<file path="src/rtl/pix_src_arbiter.sv">
// pix_src_arbiter: two-source pixel stream arbiter, round-robin with bounded bursts and a registered output stage.
module pix_src_arbiter #(
  parameter int DATA_W = 8,
  parameter int BURST = 4,
  parameter int CNT_W = 16
) (
  input  logic              clk,
  input  logic              rst,
  input  logic              in0_valid,
  input  logic [DATA_W-1:0] in0_data,
  output logic              in0_ready,
  input  logic              in1_valid,
  input  logic [DATA_W-1:0] in1_data,
  output logic              in1_ready,
  output logic              sel,
  output logic              out_valid,
  output logic [DATA_W-1:0] out_data,
  output logic              out_src,
  input  logic              out_ready,
  output logic [CNT_W-1:0]  beats0,
  output logic [CNT_W-1:0]  beats1
);
  localparam int CW = $clog2(BURST) + 1;
  typedef enum logic [1:0] {IDLE, GRANT0, GRANT1} state_t;
  state_t state_q, state_d;
  logic sel_q, last_q, last_d;
  logic [CW-1:0] cnt_q, cnt_d;
  logic out_valid_q, out_src_q;
  logic [DATA_W-1:0] out_data_q;
  logic [CNT_W-1:0] beats0_q, beats1_q;
  logic load_en, t0, t1, xfer, k, kv, ov, burst_end, e;
  assign load_en = !out_valid_q | out_ready;
  assign in0_ready = load_en & (state_q == GRANT0);
  assign in1_ready = load_en & (state_q == GRANT1);
  assign t0 = in0_valid & in0_ready;
  assign t1 = in1_valid & in1_ready;
  assign xfer = t0 | t1;
  assign k = state_q == GRANT1;
  assign kv = k ? in1_valid : in0_valid;
  assign ov = k ? in0_valid : in1_valid;
  assign burst_end = xfer & (cnt_q == CW'(BURST - 1));
  assign e = burst_end | !kv;
  assign sel = (state_q == GRANT0) ? 1'b0 : (state_q == GRANT1) ? 1'b1 : sel_q;
  assign out_valid = out_valid_q;
  assign out_data = out_data_q;
  assign out_src = out_src_q;
  assign beats0 = beats0_q;
  assign beats1 = beats1_q;
  // last_q names the source served most recently; the other one is preferred from IDLE
  always_comb begin
    state_d = state_q;
    last_d = last_q;
    cnt_d = cnt_q;
    if (state_q == IDLE) begin
      cnt_d = '0;
      state_d = (last_q ? in0_valid : in1_valid) ? (last_q ? GRANT0 : GRANT1) :
                (last_q ? in1_valid : in0_valid) ? (last_q ? GRANT1 : GRANT0) : IDLE;
    end else if (!e) begin
      cnt_d = cnt_q + CW'(xfer);
    end else begin
      last_d = k;
      cnt_d = '0;
      state_d = ov ? (k ? GRANT0 : GRANT1) : (burst_end & kv) ? state_q : IDLE;
    end
  end
  always_ff @(posedge clk or posedge rst) begin
    if (rst) begin
      state_q <= IDLE;
      sel_q <= 1'b0;
      last_q <= 1'b1;
      cnt_q <= '0;
      out_valid_q <= 1'b0;
      out_data_q <= '0;
      out_src_q <= 1'b0;
      beats0_q <= '0;
      beats1_q <= '0;
    end else begin
      state_q <= state_d;
      sel_q <= sel;
      last_q <= last_d;
      cnt_q <= cnt_d;
      if (xfer) begin
        out_valid_q <= 1'b1;
        out_data_q <= t1 ? in1_data : in0_data;
        out_src_q <= t1;
      end else if (load_en) begin
        out_valid_q <= 1'b0;
      end
      beats0_q <= beats0_q + CNT_W'(t0);
      beats1_q <= beats1_q + CNT_W'(t1);
    end
  end
endmodule

</file>
<file path="config.mk">
export PLATFORM = sky130hd
export DESIGN_NAME = pix_src_arbiter
export DESIGN_NICKNAME = d
export VERILOG_FILES = /design/src/rtl/pix_src_arbiter.sv
export SDC_FILE = /design/constraint.sdc
export NUM_CORES = 1
export LEC_CHECK = 0
export CORE_ASPECT_RATIO = 2
export CORE_MARGIN = 1.5
export CORE_UTILIZATION = 30
export CTS_CLUSTER_SIZE = 25
export DETAILED_ROUTE_END_ITERATION = 8
export GPL_TIMING_DRIVEN = 0
export SYNTH_ARGS = -nofsm -noshare
export SYNTH_HDL_FRONTEND = slang
export SYNTH_SLANG_ARGS = --single-unit
</file>
<file path="constraint.sdc">
create_clock -name clk -period 3.2 [get_ports clk]
set_clock_uncertainty 0.1 [all_clocks]
set_input_delay 0.64 -clock clk [delete_from_list [all_inputs] [get_ports clk]]
set_output_delay 0.64 -clock clk [all_outputs]
set_load 0.02 [all_outputs]
</file>
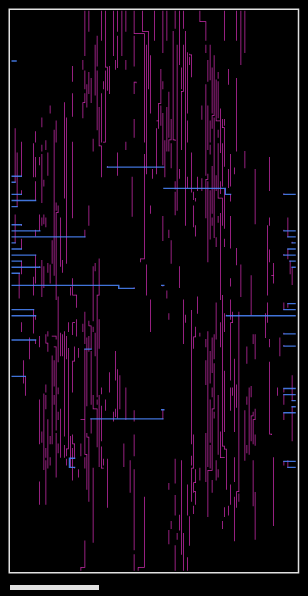
(run_1/metal_stack.png)
Scale bar: 20 microns. Only two layers are drawn.
legend:
  met2:
    colour: magenta
    wire_length: 2740 microns
  met3:
    colour: blue
    wire_length: 204 microns

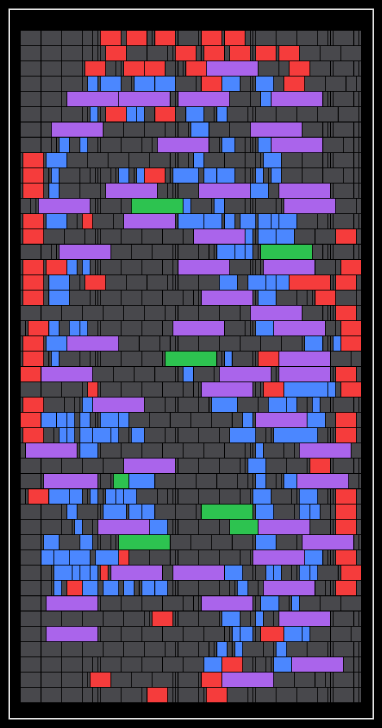
(run_1/cell_classes.png)
Fill, decap, tap and diode cells in grey.
legend:
  all other logic:
    colour: blue
    cells: 148
    share_of_their_area: 32%
  clock drivers and dummy loads:
    colour: green
    cells: 7
    share_of_their_area: 4.7%
  other buffers and delay cells:
    colour: red
    cells: 72
    share_of_their_area: 23%
  flip-flops:
    colour: purple
    cells: 49
    share_of_their_area: 40%
num rows: 44
Core Box Area: 7267 sq um

==> design notes, run 1 <==
After its last routability iteration, the placer logged a weighted congestion of 0.7581. The count of cells along the worst hold path works out to 1. The worst setup path is captured at a register.

Clock insertion delay at the later pin of the skew report: 0.29 ns. The cts-stage hold buffer count came out at 0. The portion of total power attributed to sequential cells was 41.7%. Setup repair after global routing left no endpoint under its margin.

With the buffers inserted during post-CTS setup optimization at 0, the number of antenna cells inserted is 0. The total I/O pin count came out at 66. The number of maximum-capacitance violations recorded for the run is 0. The run gives 1771 as the number of global-route vias before repair.

From left edge to right edge, the die measures 64.51 microns. The H-tree generated during clock tree synthesis spans 2 levels. The run gives 204 as the post-synthesis cell count. At the placement stage, the worst setup path has a slack of -0.1803 ns. The logs give 54.08% for the share of the yosys chip area belonging to registers and 3198 sq um for the post-route standard cell area excluding fillers.

Maximum number of pins on one net before global-route repair: 31. For the worst max-slew margin expressed relative to the limit, the log shows 53.81%. The design draws 2072 uW. Vertical die dimension: 126.0 microns.

For reference, the top cells by area after synthesis are sky130_fd_sc_hd__dfrtp_1 53%, sky130_fd_sc_hd__xnor2_1 7.3%, sky130_fd_sc_hd__xor2_1 4.2%. In the floorplan report the effective utilization is 31.23%. With the number of failing setup endpoints in the final timing report at 0, the via total after detailed routing is 1752. The run gives 4 as the first-pass iteration count of the detailed router. In the final layout, the fill cell count is 732. After legalization and detailed placement, the total HPWL measured 3693 microns. Endpoint of the worst hold path: beats1[15]. Length in cells of the worst reg-to-reg path: 9.

Counting every net in the synthesized netlist gives 230. After synthesis the cells add up to 2270 sq um. The finished layout holds 368 standard cells, fillers aside.

Port buffer count: 65. The run finished with clean final reports. The area added between synthesis and finish was 40.90%. For this run, the top clock speed supported by timing is 0.3370 GHz. The setup check on the worst reg-to-reg path leaves a slack of 0.65 ns. The critical path in this run is classified as input pin to register. The most critical hold endpoint after final layout shows a slack of 0.3724 ns. In the final layout, flip-flops and latches occupy 1227 sq um. The clock network accounts for 25.9% of the total power.

For this run, asynchronously set or reset flops after synthesis account for 100.0%. The power spent charging and discharging nets is 679.9 uW, and the per-cell via count in the routed design is 4.761. For this block, the routed nets add up to 4979 microns of wire. The power density over the cells was 647.8 nW/um^2; the area fraction of the dominant cell type after synthesis was 52.92%.

The combinational share of power is 32.4%. For this design, Yosys synthesis ends with a cell count of 204. The run gives 87 as the iteration-0 DRC count of the detailed router. Data on the critical path is required at its endpoint by 3.28 ns.
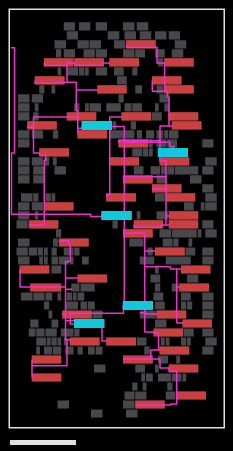
(run_1/clock_map.png)
Scale bar: 20 microns.
legend:
  flip-flops:
    colour: red
    count: 49
  cells driving clock nets:
    colour: cyan
    count: 5
  clock wires:
    colour: magenta
    length: 715 microns
routed clock nets: 6
flops lie: all over the die

## run 1: registers in the layout, summed over array words and instances (netlist names)
signal and count:
cnt_q 3, last_q 1, beats1 16, beats0 16
state_q 2, out_valid 1, out_data 8, out_src 1
sel_q 1
## run 1: critical path, stage by stage
cell	delay, ns
sky130_fd_sc_hd__clkdlybuf4s50_1	0.56
sky130_fd_sc_hd__inv_1	0.12
sky130_fd_sc_hd__or3_1	0.38
sky130_fd_sc_hd__buf_2	0.22
sky130_fd_sc_hd__inv_1	0.08
sky130_fd_sc_hd__ha_1	0.20
sky130_fd_sc_hd__nand3_1	0.13
sky130_fd_sc_hd__or4_1	0.56
sky130_fd_sc_hd__xnor2_1	0.14
## run 1: area by class of cell
| type | instances | share of cell area [%] |
|---|---|---|
| sequential | 49 | 38.38 |
| multi-input combinational | 139 | 30.24 |
| timing repair buffer | 66 | 20.97 |
| clock buffer | 6 | 4.343 |
| tap | 92 | 3.599 |
| buffer | 6 | 1.174 |
| inverter | 9 | 1.056 |
| clock inverter | 1 | 0.2347 |
## run 1: layer usage
layer	vias to the layer above	part of all wire (%)	routed length (microns)	GRT usage [%]
met3	6	4.1	203	2.679
met1	854	39	1930	14.00
li1	843	-	-	-
met5	-	0	0	0
met4	0	2.1	105	6.008
met2	49	55	2740	24.39
## run 1: power groups by stage
stage | registers [uW] | clock network [uW] | logic, uW
5_1_grt | 883 | 575 | 729
3_5_place_dp | 876 | 0 | 681
2_1_floorplan | 1000 | 0 | 206
6_report | 864 | 537 | 671
3_3_place_gp | 874 | 0 | 666
4_1_cts | 867 | 553 | 684
## run 1: cell families after synthesis
family	count (synthesis)	synth area share [%]
DFF	49	54.08
xor gates and xnor gates	30	11.58
adders and majority gates	5	2.756
muxes	8	3.528
buffers and inverters	16	3.308
AOI/OAI and AO/OA	23	6.616
and+or+nand+nor	73	18.14
## run 1: placed cells by master, fill, tap and decap left out, types with 2 or more instances in the layout
cell	netlist	layout
sky130_fd_sc_hd__buf_2	3	3
sky130_fd_sc_hd__dfrtp_1	48	48
sky130_fd_sc_hd__and3_1	4	4
sky130_fd_sc_hd__nand2_1	13	13
sky130_fd_sc_hd__o21ai_0	2	2
sky130_fd_sc_hd__xnor2_1	19	19
sky130_fd_sc_hd__or3_1	2	2
sky130_fd_sc_hd__mux2i_1	8	8
sky130_fd_sc_hd__inv_1	9	8
sky130_fd_sc_hd__xor2_1	11	11
sky130_fd_sc_hd__nor2b_1	2	2
sky130_fd_sc_hd__and2_1	2	2
sky130_fd_sc_hd__nor2_1	14	14
sky130_fd_sc_hd__nand2b_1	3	3
sky130_fd_sc_hd__nor4_4	2	2
sky130_fd_sc_hd__clkdlybuf4s50_1	0	65
sky130_fd_sc_hd__and4_1	2	2
sky130_fd_sc_hd__clkbuf_16	0	5
sky130_fd_sc_hd__ha_1	5	5
sky130_fd_sc_hd__nor3_1	7	7
sky130_fd_sc_hd__nand3_1	13	13
sky130_fd_sc_hd__nand4_1	4	4
sky130_fd_sc_hd__a21oi_1	12	12
==> run_1/final_clocks.png <==
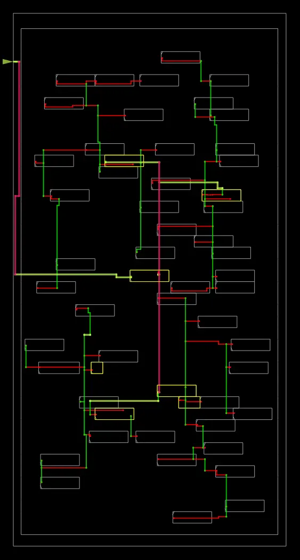

## Run 2: what changed since run 1
Settings changed: PLACE_DENSITY from default to 0.57.
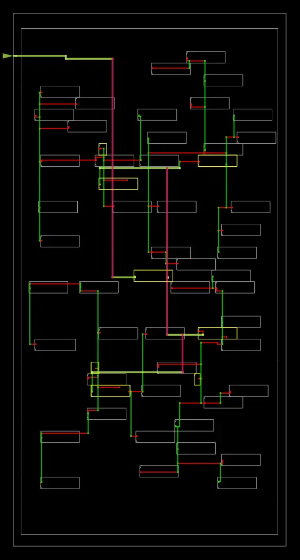
(run_2/final_clocks.png)
CTS Buf Count: 5
Clock buffer cells: 6

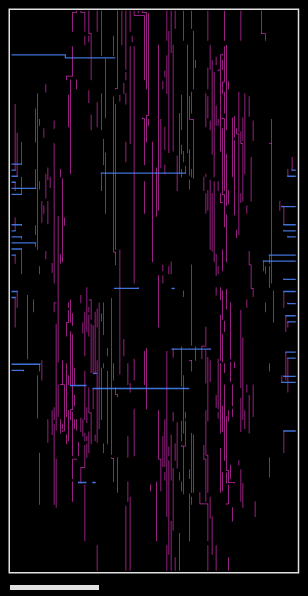
(run_2/metal_stack.png)
Scale bar: 20 microns. Only two layers are drawn.
legend:
  met2:
    colour: magenta
    wire_length: 2830 microns
  met3:
    colour: blue
    wire_length: 166 microns
aggregate global-route resource usage: 13.40%
wire length after detailed routing: 4986 microns
average wire length per cell after detail routing: 13.51 microns

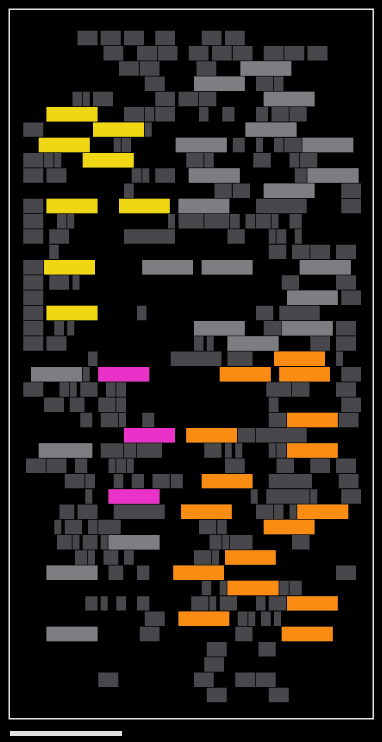
(run_2/registers.png)
Scale bar: 20 microns.
legend:
  out_data:
    colour: yellow
    sequential_cells: 8
    where: upper left
  cnt_q:
    colour: magenta
    sequential_cells: 3
  beats0:
    colour: orange
    sequential_cells: 16

==> design notes, run 2 <==
The logs give 1758 (was 1771) for the number of global-route vias before repair and 7267 sq um (unchanged) for the area of the core region. Port buffer count: 65 (unchanged). The run gives 3191 sq um (was 3198 sq um) as the post-route standard cell area excluding fillers. The run gives 0.64 ns (was 0.65 ns) as the reg2reg setup slack. The post-synthesis cell count was 204 (unchanged). The buffers inserted during post-CTS setup optimization was 0 (unchanged). The delay of the slowest cell on the worst path was 0.56 ns (about the same). The run gives 52.92% (unchanged) for the area fraction of the dominant cell type after synthesis.

The via total after detailed routing came out at 1740 (was 1752). The cts-stage hold buffer count came out at 0 (unchanged). The vertical die dimension was 126.0 microns (unchanged). The run gives 0.8005 (was 0.7581) as the routability congestion estimate from global placement. The worst max-slew margin expressed relative to the limit is 55.35% (was 53.81%), and the iteration-0 DRC count of the detailed router is 82 (was 87).

The maximum level of the CTS H-tree came out at 2 (unchanged). The power spent charging and discharging nets is 674.0 uW (was 679.9 uW). Post-synth area hogs: sky130_fd_sc_hd__dfrtp_1 53%, sky130_fd_sc_hd__xnor2_1 7.3%, sky130_fd_sc_hd__xor2_1 4.2% (unchanged).

The clock insertion delay at the later pin of the skew report is 0.29 ns (about the same). The run gives 2270 sq um (unchanged) for the synthesized area. Initial standard-cell utilization of the core: 31.23% (unchanged).

Most instantiated logic cells after routing: 65 x sky130_fd_sc_hd__clkdlybuf4s50_1, 48 x sky130_fd_sc_hd__dfrtp_1, 19 x sky130_fd_sc_hd__xnor2_1 (unchanged). The tools report the HPWL after detailed placement as 3696 microns (was 3693 microns). The critical path's most frequent cell was sky130_fd_sc_hd__inv_1 (unchanged). The number of maximum-capacitance constraint violations is 0 (unchanged). The critical path's slowest cell is sky130_fd_sc_hd__clkdlybuf4s50_1 (unchanged). The run gives 0 (unchanged) for the number of failing setup endpoints in the final timing report. With the post-synthesis async set-or-reset flop share at 100.0% (unchanged), the total I/O pin count is 66 (unchanged). Start-to-end type of the worst setup path: input pin to register (unchanged). The flow ran to the end, and the final reports show no timing, DRC or antenna violations. Share of the yosys chip area belonging to registers: 54.08% (unchanged).

The total stage count of the critical path works out to 9 (unchanged). With the net count entering floorplan at 230 (unchanged), the per-cell via count in the routed design is 4.715 (was 4.761). For the share of total power in the clock network, the log shows 25.0% (was 25.9%). The logs give 42.2% (was 41.7%) for the portion of total power attributed to sequential cells and 3.28 ns (about the same) for the critical path data required time. The buffering stage count on the worst path with inverters included came out at 4 (unchanged). Dominant delay contributor by cell family on the critical path: simple AND/OR/NAND/NOR gates (unchanged). The logs give 30 (was 31) for the maximum number of pins on one net before global-route repair and 32.8% (was 32.4%) for the combinational share of power. With the final-layout fill cell count at 737 (was 732), the first-pass iteration count of the detailed router is 4 (unchanged). The area added between synthesis and finish came out at 40.57% (was 40.90%). The endpoint class of the critical path is a register (unchanged).
run 2: routing by layer:
metal  track usage, %  up-vias  wire (microns)
met4            7.009        0             146
li1                 -      849               -
met3            3.304       11             165
met2            24.33       44            2829
met1            13.75      836            1845
met5                0        -               0
run 2: area by class of cell:
| cell class | count | area, sq um | area share (%) |
|---|---|---|---|
| clock buffer | 6 | 128.9 | 4.039 |
| tap | 92 | 115.1 | 3.608 |
| inverter | 9 | 33.78 | 1.059 |
| clock inverter | 2 | 10.01 | 0.3137 |
| multi-input combinational | 139 | 967.2 | 30.31 |
| buffer | 6 | 37.54 | 1.176 |
| sequential | 49 | 1227 | 38.47 |
| timing repair buffer | 66 | 670.6 | 21.02 |
run 2: cells by family (layout without fill, tap and decap cells):
logic type                 after synthesis  after routing  synth area share [%]
AOI/OAI and AO/OA                       23             23                 6.616
muxes                                    8              8                 3.528
adders and majority gates                5              5                 2.756
DFF                                     49             49                 54.08
and+or+nand+nor                         73             73                 18.14
buffers and inverters                   16             89                 3.308
xor gates and xnor gates                30             30                 11.58
run 2: worst min-delay path by stage:
stage | start | to | slack, ns | depth (start not counted)
floorplan | cnt_q[0] | cnt_q[0] | 0.45 | 2
global placement | beats0[15] | beats0[15] | 0.36 | 1
detailed placement | beats0[15] | beats0[15] | 0.36 | 1
CTS | beats0[15] | beats0[15] | 0.37 | 1
global route | beats0[15] | beats0[15] | 0.38 | 1
finish | beats0[15] | beats0[15] | 0.36 | 1
run 2: power groups by stage:
stage               Combinational (uW)  Sequential (uW)  Clock, uW
finish                             671              863        512
global route                       725              884        556
CTS                                683              866        532
detailed placement                 679              877          0
global placement                   665              875          0
floorplan                          206             1000          0
run 2: per-stage QoR:
step                setup TNS [ns]  power, uW  worst slack, ns  instances  hold WS, ns
global route                     0       2165          0.05533        369       0.3779
CTS                              0       2081           0.1318        370       0.3718
global placement           -0.6156       1540          -0.1749        361       0.3569
detailed placement         -0.6683       1556          -0.1675        362       0.3590
finish                           0       2046           0.2433        369       0.3640
floorplan                        0       1206           0.6358        204       0.4530
==> run_2/clock_map.png <==
Scale bar: 20 microns.
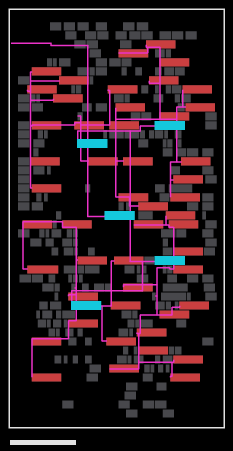

## Run 3: what changed since run 2
Settings changed: SETUP_SLACK_MARGIN from default to 0.2.
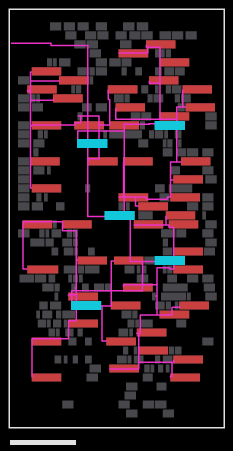
(run_3/clock_map.png)
Scale bar: 20 microns.
legend:
  flip-flops:
    colour: red
    count: 49
  clock wires:
    colour: magenta
    length: 687 microns
  cells driving clock nets:
    colour: cyan
    count: 5
routed clock nets: 6
clock network fraction of total power: 25.1%
clock insertion delay at the later pin of the skew report: 0.29 ns
clock network power: 514 uW

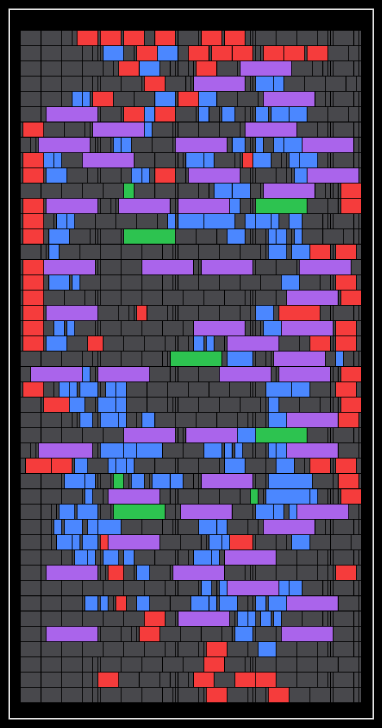
(run_3/cell_classes.png)
Fill, decap, tap and diode cells in grey.
legend:
  all other logic:
    colour: blue
    cells: 148
    share_of_their_area: 32%
  other buffers and delay cells:
    colour: red
    cells: 73
    share_of_their_area: 23%
  flip-flops:
    colour: purple
    cells: 49
    share_of_their_area: 40%
  clock drivers and dummy loads:
    colour: green
    cells: 8
    share_of_their_area: 4.5%
Seq area share: 38.29%
final core occ: 44.11%
finished layout cell area: 3206 sq um

==> design notes, run 3 <==
The run finished with clean final reports. For the via total after detailed routing, the log shows 1747 (was 1740). The clock-pin slew on the worst setup and hold paths works out to 0.07 ns (was 0.06 ns).

The number of flops mapped to enable cells by yosys was 0 (unchanged). Setup repair after global routing could not meet its margin everywhere. Per-cell via count in the routed design: 4.722 (was 4.715). The run gives 49 (unchanged) for the synthesized flop and latch total. The area of the core region was 7267 sq um (unchanged); the share of cells above drive strength 1 was 7.554% (was 6.859%).

With the buffers inserted during post-CTS setup optimization at 0 (unchanged), the remaining design rule violation count is 0 (unchanged). For the iteration-0 DRC count of the detailed router, the log shows 87 (was 82). With the post-layout period usage of the worst path at 89.73% (was 92.40%), the final routed wirelength across all metal layers is 4968 microns (was 4986 microns). The logs give 2 (unchanged) for the worst-case clock buffer depth and 3055 sq um (unchanged) for the standard cell area after detailed placement.

The run gives 4 (unchanged) as the first-pass iteration count of the detailed router. The run gives 370 (was 369) for the count of non-filler cells in the finished layout. Most common library cells after synthesis: 48 x sky130_fd_sc_hd__dfrtp_1, 19 x sky130_fd_sc_hd__xnor2_1, 14 x sky130_fd_sc_hd__nor2_1, 13 x sky130_fd_sc_hd__nand2_1, 13 x sky130_fd_sc_hd__nand3_1 (unchanged). For the peak supply drop, the log shows 0.0002812 V (was 0.0002808 V). The logs give 54.08% (unchanged) for the share of the yosys chip area belonging to registers and 55.32% (was 55.35%) for the worst max-slew margin expressed relative to the limit. The start-to-end type of the worst setup path is input pin to register (unchanged). The post-detailed-route wirelength per cell was 13.43 microns (was 13.51 microns). Most instantiated logic cells after routing: 63 x sky130_fd_sc_hd__clkdlybuf4s50_1, 48 x sky130_fd_sc_hd__dfrtp_1, 19 x sky130_fd_sc_hd__xnor2_1 (was 65 x sky130_fd_sc_hd__clkdlybuf4s50_1, 48 x sky130_fd_sc_hd__dfrtp_1, 19 x sky130_fd_sc_hd__xnor2_1). For the die area, the log shows 8128 sq um (unchanged). For the initial standard-cell utilization of the core, the log shows 31.23% (unchanged). The run gives 0 (unchanged) as the number of antenna cells inserted. Post-synth area hogs: sky130_fd_sc_hd__dfrtp_1 53%, sky130_fd_sc_hd__xnor2_1 7.3%, sky130_fd_sc_hd__xor2_1 4.2% (unchanged).

The run gives 204 (unchanged) as the post-synthesis cell count. The power density over the cells was 639.1 nW/um^2 (was 641.4 nW/um^2); the cell total in the yosys stat output was 204 (unchanged). The run gives 66 (unchanged) for the total I/O pin count. TritonCTS built the clock tree. The worst hold-check path type was register to register (unchanged).

The width of the chip is 64.51 microns (unchanged). The number of instances in the placed design was 362 (unchanged); the total number of clock tree sinks was 49 (unchanged). The run gives 1758 (unchanged) for the number of global-route vias before repair.

The tools report the root buffer cell as sky130_fd_sc_hd__clkbuf_16 (unchanged). The synthesized chip area reported by yosys is 2270 sq um (unchanged). The critical path data required time came out at 3.28 ns (about the same). The run gives 2.95 ns (was 3.04 ns) as the arrival time of the worst setup path. The number of failing setup endpoints in the final timing report came out at 0 (unchanged). The tools report the endpoint class of the critical path as a register (unchanged). The largest area contributor in the netlist is sky130_fd_sc_hd__dfrtp_1 (unchanged). The most frequently placed logic cell in the final layout is sky130_fd_sc_hd__clkdlybuf4s50_1 (unchanged). The vertical die dimension works out to 126.0 microns (unchanged). The tools report the timing-limited maximum frequency as 0.3483 GHz (was 0.3382 GHz).

The combined global-route utilization of all metal layers is 13.40% (unchanged). For the static power due to leakage, the log shows 0.001471 uW (was 0.001443 uW). For the final-stage net count, the log shows 303 (was 302). Post-synthesis area per instance: 11.13 sq um (unchanged).

The HPWL after detailed placement was 3696 microns (unchanged); the first-pass GRT wire length was 8390 microns (unchanged). With the maximum number of pins on one net before global-route repair at 30 (unchanged), the max-slew violation count is 0 (unchanged). The tally of OpenROAD warnings works out to 27 (was 26). The logs give 0 (unchanged) for the total of warnings raised by yosys and 230 (unchanged) for the net count entering floorplan. The synthesized area is 2270 sq um (unchanged). The post-synthesis async set-or-reset flop share came out at 100.0% (unchanged).

The main flop type is sky130_fd_sc_hd__dfrtp_1 (unchanged). The area fraction of the dominant cell type after synthesis was 52.92% (unchanged); the number of antenna violations at the first check in global routing was 0 (unchanged). Area added between synthesis and finish: 41.23% (was 40.57%).

The tools report the routability congestion estimate from global placement as 0.8005 (unchanged). The run gives 5 (unchanged) as the number of buffers inserted during clock tree synthesis. The run gives 39 (unchanged) as the distinct cell type count after synthesis. The logs give 2 (unchanged) for the maximum level of the CTS H-tree and 0 (unchanged) for the total grt overflow. The row count came out at 44 (unchanged). The leading cell type by number of instances after synthesis was sky130_fd_sc_hd__dfrtp_1 (unchanged). Number of maximum-capacitance constraint violations: 0 (unchanged).

The critical path launch point type is an input pin (unchanged). The worst-path maximum fanout was 10 (unchanged). The run gives 0 (unchanged) for the post-route antenna net violation count.

The actual transition at the worst max-transition pin is 0.6702 ns (was 0.6697 ns). The total count of hold-check failures in the final report is 0 (unchanged), and the final period demand of the worst path is 2.871 ns (was 2.957 ns). The port buffer count came out at 65 (unchanged).
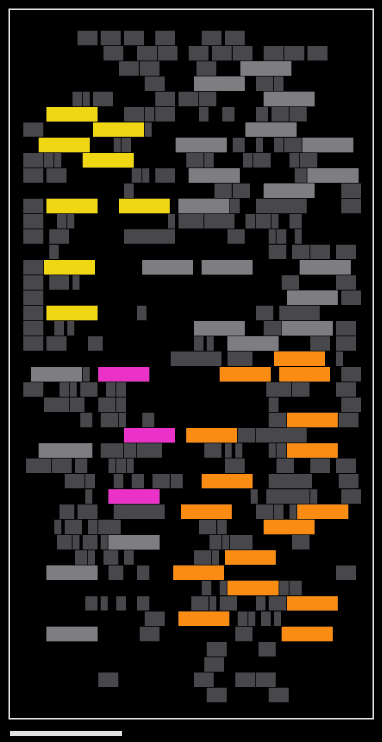
(run_3/registers.png)
Scale bar: 20 microns.
legend:
  beats0:
    colour: orange
    sequential_cells: 16
  out_data:
    colour: yellow
    sequential_cells: 8
    where: upper left
  cnt_q:
    colour: magenta
    sequential_cells: 3
not coloured: 22
Seq group: 863 uW
Reg area: 1227 sq um

## run 3: cell counts after synthesis
No cell type changed its count.
## run 3: cells by family (layout without fill, tap and decap cells)
| group | after synthesis | count (layout) | share of synthesized area [%] |
|---|---|---|---|
| AND/OR/NAND/NOR | 73 | 73 | 18.14 |
| flip-flops | 49 | 49 | 54.08 |
| XOR/XNOR | 30 | 30 | 11.58 |
| AND-OR/OR-AND | 23 | 23 | 6.616 |
| buffers and inverters | 16 | 90 | 3.308 |
| multiplexers | 8 | 8 | 3.528 |
| adder cells (fa/ha/maj) | 5 | 5 | 2.756 |
## run 3: routing by layer
metal / global-route usage (%) / share of wire, %
met1: 13.75 / 37
met2: 24.33 / 57
met3: 3.304 / 3.7
met4: 7.009 / 2.4
met5: 0 / 0
## run 3: where the power goes
| group | internal [uW] | total, uW | switching (uW) |
|---|---|---|---|
| clock network | 287 | 514 | 226 |
| logic | 331 | 672 | 340 |
| registers | 755 | 863 | 109 |
| total | 1370 | 2050 | 675 |
## run 3: area by class of cell
cell class | instances | area, sq um
fillers | 734 | 4061
clock buffers | 6 | 128.9
multi-input cells | 139 | 969.7
plain buffers | 7 | 45.04
well taps | 92 | 115.1
flip-flops and latches | 49 | 1227
clock inverters | 2 | 10.01
repair buffers | 66 | 675.6
inverters | 9 | 33.78
## run 3: timing repair
item / CTS / global route
hold buffers: 0 / 0
pin swaps: 0 / 0
gates resized: 1 / 5
setup endpoints to repair: 4 / 6
cloned: 0 / 0
## run 3: worst max-delay path: stages
cell	delay, ns
sky130_fd_sc_hd__clkdlybuf4s50_1	0.47
sky130_fd_sc_hd__nor2b_1	0.05
sky130_fd_sc_hd__buf_2	0.17
sky130_fd_sc_hd__or3_1	0.33
sky130_fd_sc_hd__buf_4	0.20
sky130_fd_sc_hd__inv_1	0.06
sky130_fd_sc_hd__ha_1	0.20
sky130_fd_sc_hd__nand3_1	0.13
sky130_fd_sc_hd__or4_1	0.55
sky130_fd_sc_hd__xnor2_1	0.14
## run 3: path summary, 6_finish.rpt
check,cells after the start,slack (ns),startpoint,end
setup / recovery,10,0.33,out_ready,beats1[15]
hold / removal,1,0.36,beats0[15],beats0[15]
setup reg to reg,9,0.68,out_valid,beats1[15]
hold reg to reg,1,0.36,beats0[15],beats0[15]
max in group asynchronous,3,1.82,rst,last_q
min in group asynchronous,2,0.59,rst,beats1[6]
## run 3: per-stage QoR
stage | power (uW) | hold WS, ns | utilization [%] | setup TNS (ns) | worst slack (ns)
2_1_floorplan | 1206 | 0.4530 | - | 0 | 0.6358
3_3_place_gp | 1540 | 0.3569 | 41.77 | -0.6156 | -0.1749
3_5_place_dp | 1556 | 0.3590 | 42.05 | -0.6683 | -0.1675
4_1_cts | 2081 | 0.3718 | 43.97 | 0 | 0.2214
5_1_grt | 2166 | 0.3779 | 44.11 | 0 | 0.1919
6_report | 2049 | 0.3640 | 44.11 | 0 | 0.3287
Power is estimated from default activity; no workload was simulated.
